==> config.mk <==
export PLATFORM = sky130hd
export DESIGN_NAME = x448_scalar_loader_flat
export DESIGN_NICKNAME = d
export VERILOG_FILES = /design/src/rtl/x448_scalar_loader_if.sv /design/src/rtl/x448_scalar_loader.sv /design/src/flat_wrapper.sv
export SDC_FILE = /design/constraint.sdc
export NUM_CORES = 2
export LEC_CHECK = 0
export CAP_MARGIN = 20
export CORE_ASPECT_RATIO = 0.6
export CORE_MARGIN = 3
export CORE_UTILIZATION = 30
export CTS_CLUSTER_DIAMETER = 200
export DETAILED_ROUTE_END_ITERATION = 6
export HOLD_SLACK_MARGIN = 0.1
export SYNTH_ARGS = -nofsm -noshare
export SYNTH_HDL_FRONTEND = slang
export SYNTH_SLANG_ARGS = --single-unit
==> constraint.sdc <==
create_clock -name clk -period 2.3 [get_ports clk]
set_clock_uncertainty 0.1 [all_clocks]
set_input_delay 0.345 -clock clk [delete_from_list [all_inputs] [get_ports clk]]
set_output_delay 0.345 -clock clk [all_outputs]
set_load 0.01 [all_outputs]
==> src/rtl/x448_scalar_loader_if.sv <==
// Byte-stream input and multiplier request bundle for the X448 scalar loader.
// slave: the loader itself; master: the stream source and the multiplier side.
interface x448_scalar_loader_if #(
    parameter int NBYTES = 56
);
    logic [7:0]          s_data;
    logic                s_valid;
    logic                s_last;
    logic                s_ready;
    logic [8*NBYTES-1:0] m_k;
    logic                m_affine;
    logic                m_req_valid;
    logic                m_req_busy;

    modport slave (
        input  s_data, s_valid, s_last, m_req_busy,
        output s_ready, m_k, m_affine, m_req_valid
    );

    modport master (
        output s_data, s_valid, s_last, m_req_busy,
        input  s_ready, m_k, m_affine, m_req_valid
    );
endinterface

==> src/rtl/x448_scalar_loader.sv <==
// Assembles a little-endian byte stream into a 448-bit X448 scalar and issues it to the
// multiplier. Define X448_SCALAR_CLAMP_EN to apply RFC 7748 clamping to the issued K.
module x448_scalar_loader #(
    parameter int   NBYTES     = 56,
    parameter logic AFFINE_REQ = 1'b1
) (
    input  logic                   clk,
    input  logic                   rst,
    x448_scalar_loader_if.slave    bus,
    output logic                   busy,
    output logic                   err
);
    localparam int             KW       = 8 * NBYTES;
    localparam int             CW       = $clog2(NBYTES);
    localparam logic [CW-1:0]  LAST_IDX = CW'(NBYTES - 1);
    localparam logic [CW-1:0]  CNT_ZERO = {CW{1'b0}};
    localparam logic [CW-1:0]  CNT_ONE  = {{(CW-1){1'b0}}, 1'b1};

    typedef enum logic [1:0] {
        S_COLLECT   = 2'd0,
        S_DRAIN     = 2'd1,
        S_WAIT_FREE = 2'd2,
        S_ISSUE     = 2'd3
    } state_t;

    state_t          state_r, state_s;
    logic [CW-1:0]   cnt_r, cnt_s;
    logic [KW-1:0]   shreg_r, shreg_s, shift_s;
    logic [KW-1:0]   m_k_r, m_k_s;
    logic            s_ready_r, s_ready_s;
    logic            req_valid_r, req_valid_s;
    logic            err_r, err_s;
    logic            busy_r, busy_s;
    logic            xfer_s;

    function automatic logic [KW-1:0] clamp_k(input logic [KW-1:0] k);
        logic [KW-1:0] c;
        c = k;
`ifdef X448_SCALAR_CLAMP_EN
        c[KW-1] = 1'b1;
        c[1:0]  = 2'b00;
`endif
        return c;
    endfunction

    assign xfer_s  = bus.s_valid & s_ready_r;
    assign shift_s = {bus.s_data, shreg_r[KW-1:8]};

    // Next-state and next-register values for the collect / drain / issue sequence
    always_comb begin
        state_s     = state_r;
        cnt_s       = cnt_r;
        shreg_s     = shreg_r;
        m_k_s       = m_k_r;
        s_ready_s   = s_ready_r;
        req_valid_s = req_valid_r;
        err_s       = 1'b0;
        case (state_r)
            S_COLLECT: begin
                if (xfer_s) begin
                    shreg_s = shift_s;
                    if (cnt_r == LAST_IDX) begin
                        cnt_s = CNT_ZERO;
                        if (bus.s_last) begin
                            m_k_s     = clamp_k(shift_s);
                            s_ready_s = 1'b0;
                            state_s   = S_WAIT_FREE;
                        end else begin
                            err_s   = 1'b1;
                            state_s = S_DRAIN;
                        end
                    end else if (bus.s_last) begin
                        err_s = 1'b1;
                        cnt_s = CNT_ZERO;
                    end else begin
                        cnt_s = cnt_r + CNT_ONE;
                    end
                end else begin
                    cnt_s = cnt_r;
                end
            end
            S_DRAIN: begin
                if (xfer_s && bus.s_last) begin
                    state_s = S_COLLECT;
                end else begin
                    state_s = S_DRAIN;
                end
            end
            // Never raise a request while the previous job still reports busy
            S_WAIT_FREE: begin
                if (!bus.m_req_busy) begin
                    req_valid_s = 1'b1;
                    state_s     = S_ISSUE;
                end else begin
                    req_valid_s = 1'b0;
                end
            end
            S_ISSUE: begin
                if (bus.m_req_busy) begin
                    req_valid_s = 1'b0;
                    s_ready_s   = 1'b1;
                    state_s     = S_COLLECT;
                end else begin
                    req_valid_s = 1'b1;
                end
            end
            default: begin
                state_s     = S_COLLECT;
                cnt_s       = CNT_ZERO;
                s_ready_s   = 1'b1;
                req_valid_s = 1'b0;
            end
        endcase
        busy_s = (state_s != S_COLLECT);
    end

    // State and output registers with synchronous reset
    always_ff @(posedge clk) begin
        if (rst) begin
            state_r     <= S_COLLECT;
            cnt_r       <= CNT_ZERO;
            shreg_r     <= {KW{1'b0}};
            m_k_r       <= {KW{1'b0}};
            s_ready_r   <= 1'b1;
            req_valid_r <= 1'b0;
            err_r       <= 1'b0;
            busy_r      <= 1'b0;
        end else begin
            state_r     <= state_s;
            cnt_r       <= cnt_s;
            shreg_r     <= shreg_s;
            m_k_r       <= m_k_s;
            s_ready_r   <= s_ready_s;
            req_valid_r <= req_valid_s;
            err_r       <= err_s;
            busy_r      <= busy_s;
        end
    end

    assign bus.s_ready     = s_ready_r;
    assign bus.m_k         = m_k_r;
    assign bus.m_affine    = AFFINE_REQ;
    assign bus.m_req_valid = req_valid_r;
    assign busy            = busy_r;
    assign err             = err_r;
endmodule

==> src/flat_wrapper.sv <==
// flat-port wrapper written by rule: the top's interface ports become plain ports
module x448_scalar_loader_flat 
#(
    parameter int   NBYTES     = 56,
    parameter logic AFFINE_REQ = 1'b1
)
  (clk, rst, busy, err, bus_s_data, bus_s_valid, bus_s_last, bus_m_req_busy, bus_s_ready, bus_m_k, bus_m_affine, bus_m_req_valid);
  x448_scalar_loader_if #(.NBYTES(NBYTES)) bus_i ();
  input  logic clk;
  input  logic rst;
  output logic busy;
  output logic err;
  input wire logic [$bits(bus_i.s_data)-1:0] bus_s_data;
  input wire logic [$bits(bus_i.s_valid)-1:0] bus_s_valid;
  input wire logic [$bits(bus_i.s_last)-1:0] bus_s_last;
  input wire logic [$bits(bus_i.m_req_busy)-1:0] bus_m_req_busy;
  output wire logic [$bits(bus_i.s_ready)-1:0] bus_s_ready;
  output wire logic [$bits(bus_i.m_k)-1:0] bus_m_k;
  output wire logic [$bits(bus_i.m_affine)-1:0] bus_m_affine;
  output wire logic [$bits(bus_i.m_req_valid)-1:0] bus_m_req_valid;
  assign bus_i.s_data = bus_s_data;
  assign bus_i.s_valid = bus_s_valid;
  assign bus_i.s_last = bus_s_last;
  assign bus_i.m_req_busy = bus_m_req_busy;
  assign bus_s_ready = bus_i.s_ready;
  assign bus_m_k = bus_i.m_k;
  assign bus_m_affine = bus_i.m_affine;
  assign bus_m_req_valid = bus_i.m_req_valid;
  x448_scalar_loader #(.NBYTES(NBYTES), .AFFINE_REQ(AFFINE_REQ)) u_core (.clk(clk), .rst(rst), .bus(bus_i), .busy(busy), .err(err));
endmodule
==> reports/qor.yml <==
fillers: 11231
cts_buffers: 89
post-route-util: 0.395
cpPeakStageDelay_ns: 0.61
ys_sh_aoi: 0.232
floorplan.nets: 4131
clockPowerShare: 0.481
drc: 0
core-area_sq_um: 113000
p_comb_frac: 0.035
crit_arrival_ns: 1.75
root_buffer: "clkbuf_16"
hold_path_depth: 3
post_dp_cell_area_sq_um: 41400
hold_path.class: "input port to register"
regArea_sq_um: 18000
cts_sinks: 900
routed_via_density: 5.40
grt_pass1_vias: 29727
r2r_end: "u_core.bus.m_k[275]$_SDFFE_PP0P_"
insertion_delay_ns: 0.68
drv_slew: 0
seq_cell_count: 900
antenna_left: 0
grt_overflow: 0
avgSynthCellArea_sq_um: 8.34
drv_cap: 0
ys_sh_simple: 0.182
postSynthSeqShare: 0.525
n_clock_buffer: 118
ff2ff_setup_slack_ns: 0.13
fp_util: 0.305
buffers: 666
cts_resized: 0
worstSetupPathDepth: 1
end_kind: "output pin"
cp.required_ns: 1.86
ys_cells: 4117
reg2reg_from: "u_core.cnt_r[0]$_SDFFE_PP0N_"
leakage_nw: 13.5
setup_viol: 0
yosysWarnings: 0
grt_max_degree: 171
p_sw_mw: 7.53
crit_buf_inv: 1
synth.distinct_cells: 34
cp_slowest_cell: "clkdlybuf4s50_1"
endpoint: "bus_m_k[391]"
fp-row-count: 95
lay_top_count: "dfxtp_1"
die-area_sq_um: 119000
cts.clk_slew.worst_paths_ns: 0.07
synthXorXnorAreaFrac: 0
switching_share: 0.233
netlist_logic_family_top: "AND-OR/OR-AND gates"
synth-edff-count: 0
final_area_sq_um: 44500
rsz0062_at_grt: "false"
logic_gate_count: 2712
synth-adder-area-share: 0.000364
path_cells: "clkdlybuf4s50_1"
n_all_inverters: 4
syn2layout_area_growth_pct: 29.7
relSlewSlack: 0.330
fp.dieW_microns: 443
buffer_area_frac: 0.163
reg2regPathDepth: 5
netlist_area_sq_um: 34300
synthCells: 4117
clock_cell_area_share: 0.0693
dr.first_iter.drc_count: 3187
startpoint_type: "register"
dr.pass1.iters: 6
grt_pass1_wl_mm: 182
status: "completed"
top_area_cell: "dfxtp_1"
hold_path_end: "u_core.shreg_r[447]$_SDFFE_PP0N_"
cts_htree_levels: 3
seqPwrFrac: 0.484
n_antenna_cell: 0
crit_type: "register to output pin"
top_cells_by_area: "dfxtp_1 (52%), a21oi_1 (13%), o31ai_1 (9.8%)"
post_cts_buffers: 0
logic_area_sq_um: 14300
place.port_buffers: 464
tool_warnings: 32
top_cell: "dfxtp_1"
most-common-layout-cells: "dfxtp_1 (900), a21oi_1 (893), nand2_1 (885)"
drive_gt1_frac: 0.0816
nets: 4387
cp_max_fo: 2
muxShareOfSynthArea: 0
n_tap_cell: 1503
timing.final.crit_period_ns: 2.20
gr-usage-all-layers: 0.191
peakVddDrop_v: 0.000516
pin_count: 466
comb_share: 0.320
biggestCellCategory: "flip-flops and latches"
tightestPinTransition_ns: 1.00
timing.fmax_ghz: 0.455
dpl.hpwl_mm: 79.8
ff_type: "dfxtp_1"
sh_seq_area: 0.405
intPower_mw: 24.7
clock_path_buffers: 3
ys_async_sr_fraction: 0
antenna_found_initial: 0
synthTopCellsByCount: "dfxtp_1 (900), a21oi_1 (893), nand2_1 (886)"
routedWlPerCell_microns: 20.0
startpoint: "u_core.bus.m_k[391]$_SDFFE_PP0P_"
cp_top_family: "buffers and inverters"
worstHoldStart: "bus_s_data[7]"
hold_viol: 0
power_density_nw_per_um2: 724
gp_congestion: 0.826
die_h_microns: 268
synth_top_area_share: 0.525
[metal layers]
layer	share of wire	vias to the layer above
met1	0.49	15667
li1	-	15385
met5	0	-
met4	0.018	0
met2	0.43	953
met3	0.067	134
[flip-flops by register name, summed over array words and instances (netlist names)]
| register | count |
|---|---|
| u_core.bus.m_k | 448 |
| u_core.shreg_r | 440 |
| u_core.cnt_r | 6 |
| u_core.state_r | 2 |
| u_core.bus.m_req_valid | 1 |
| u_core.bus.s_ready | 1 |
| u_core.busy | 1 |
| u_core.err | 1 |
[through the flow]
stage / setup TNS (ns) / power, mW / worst slack [ns] / hold WS (ns) / std cells
detailed placement: -0.187 / 17.1 / -0.0472 / 0.347 / 5784
global route: 0 / 33.3 / 0.0177 / 0.166 / 5951
CTS: 0 / 32.6 / 0.0388 / 0.133 / 5951
floorplan: 0 / 16.6 / 0.537 / 0.337 / 4117
finish: 0 / 32.3 / 0.104 / 0.207 / 5951
global placement: 0 / 17.1 / 0.00552 / 0.346 / 5784
[power by group through the flow]
stage               clock [mW]  combinational [mW]  sequential [mW]
finish                    15.5                1.14             15.6
global route              16.5                1.23             15.6
CTS                       15.9                1.14             15.6
detailed placement           0                1.13             16.0
global placement             0                1.13             16.0
floorplan                    0               0.683             16.0
[worst reg2reg max path, stage by stage, from the launching register on]
cell and delay (ns):
dfxtp_1 0.34, ha_1 0.28, nand2_4 0.19, buf_12 0.56
o31ai_1 0.43, a21oi_1 0.20
[cells by family after synthesis]
kind of cell               count (synthesis)
adders and majority gates                  1
AOI/OAI and AO/OA                       1358
DFF                                      900
and+or+nand+nor                         1352
other                                      1
buffers and inverters                    505
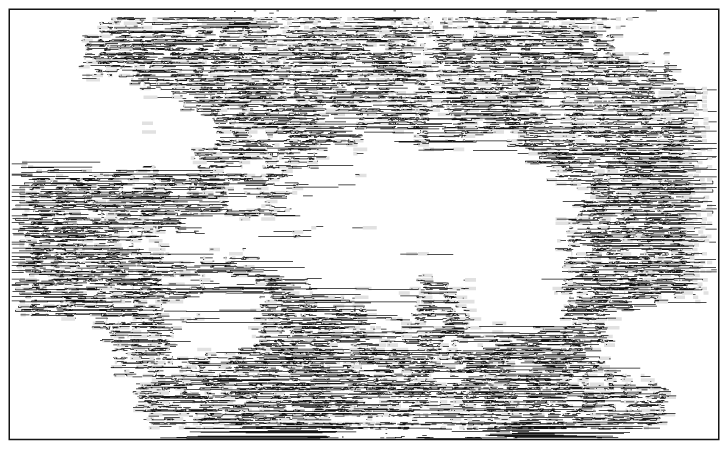
layer_met1.png
Cells faint in the background.
share of all routed wire: 49%
nets with wire on the layer: 4082
longest straight run: 104 microns

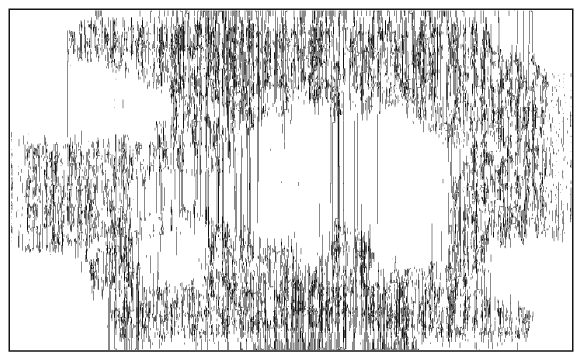
layer_met2.png
longest straight run: 134 microns
wire length on this layer: 51.1 mm
nets with wire on the layer: 3530
main direction: vertical
share of all routed wire: 43%
WL final: 119 mm
via count: 32139
met2 usage: 0.280

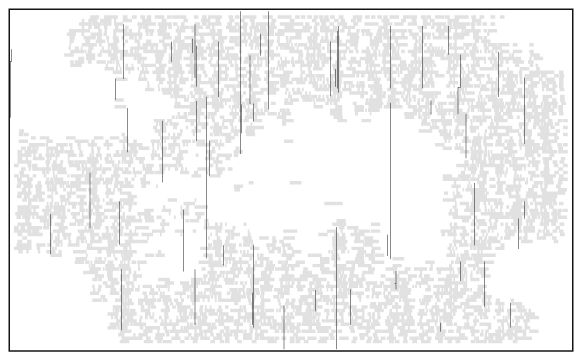
layer_met4.png
Cells faint in the background.
share of all routed wire: 1.8%
wire length on this layer: 2110 microns
main direction: vertical
longest straight run: 127 microns
nets with wire on the layer: 26

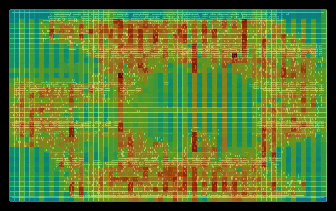
congestion.png
met1 global-route usage: 0.286
gr busiest metal: met1
met3 usage: 0.0419

Power and IR drop assume default switching activity.
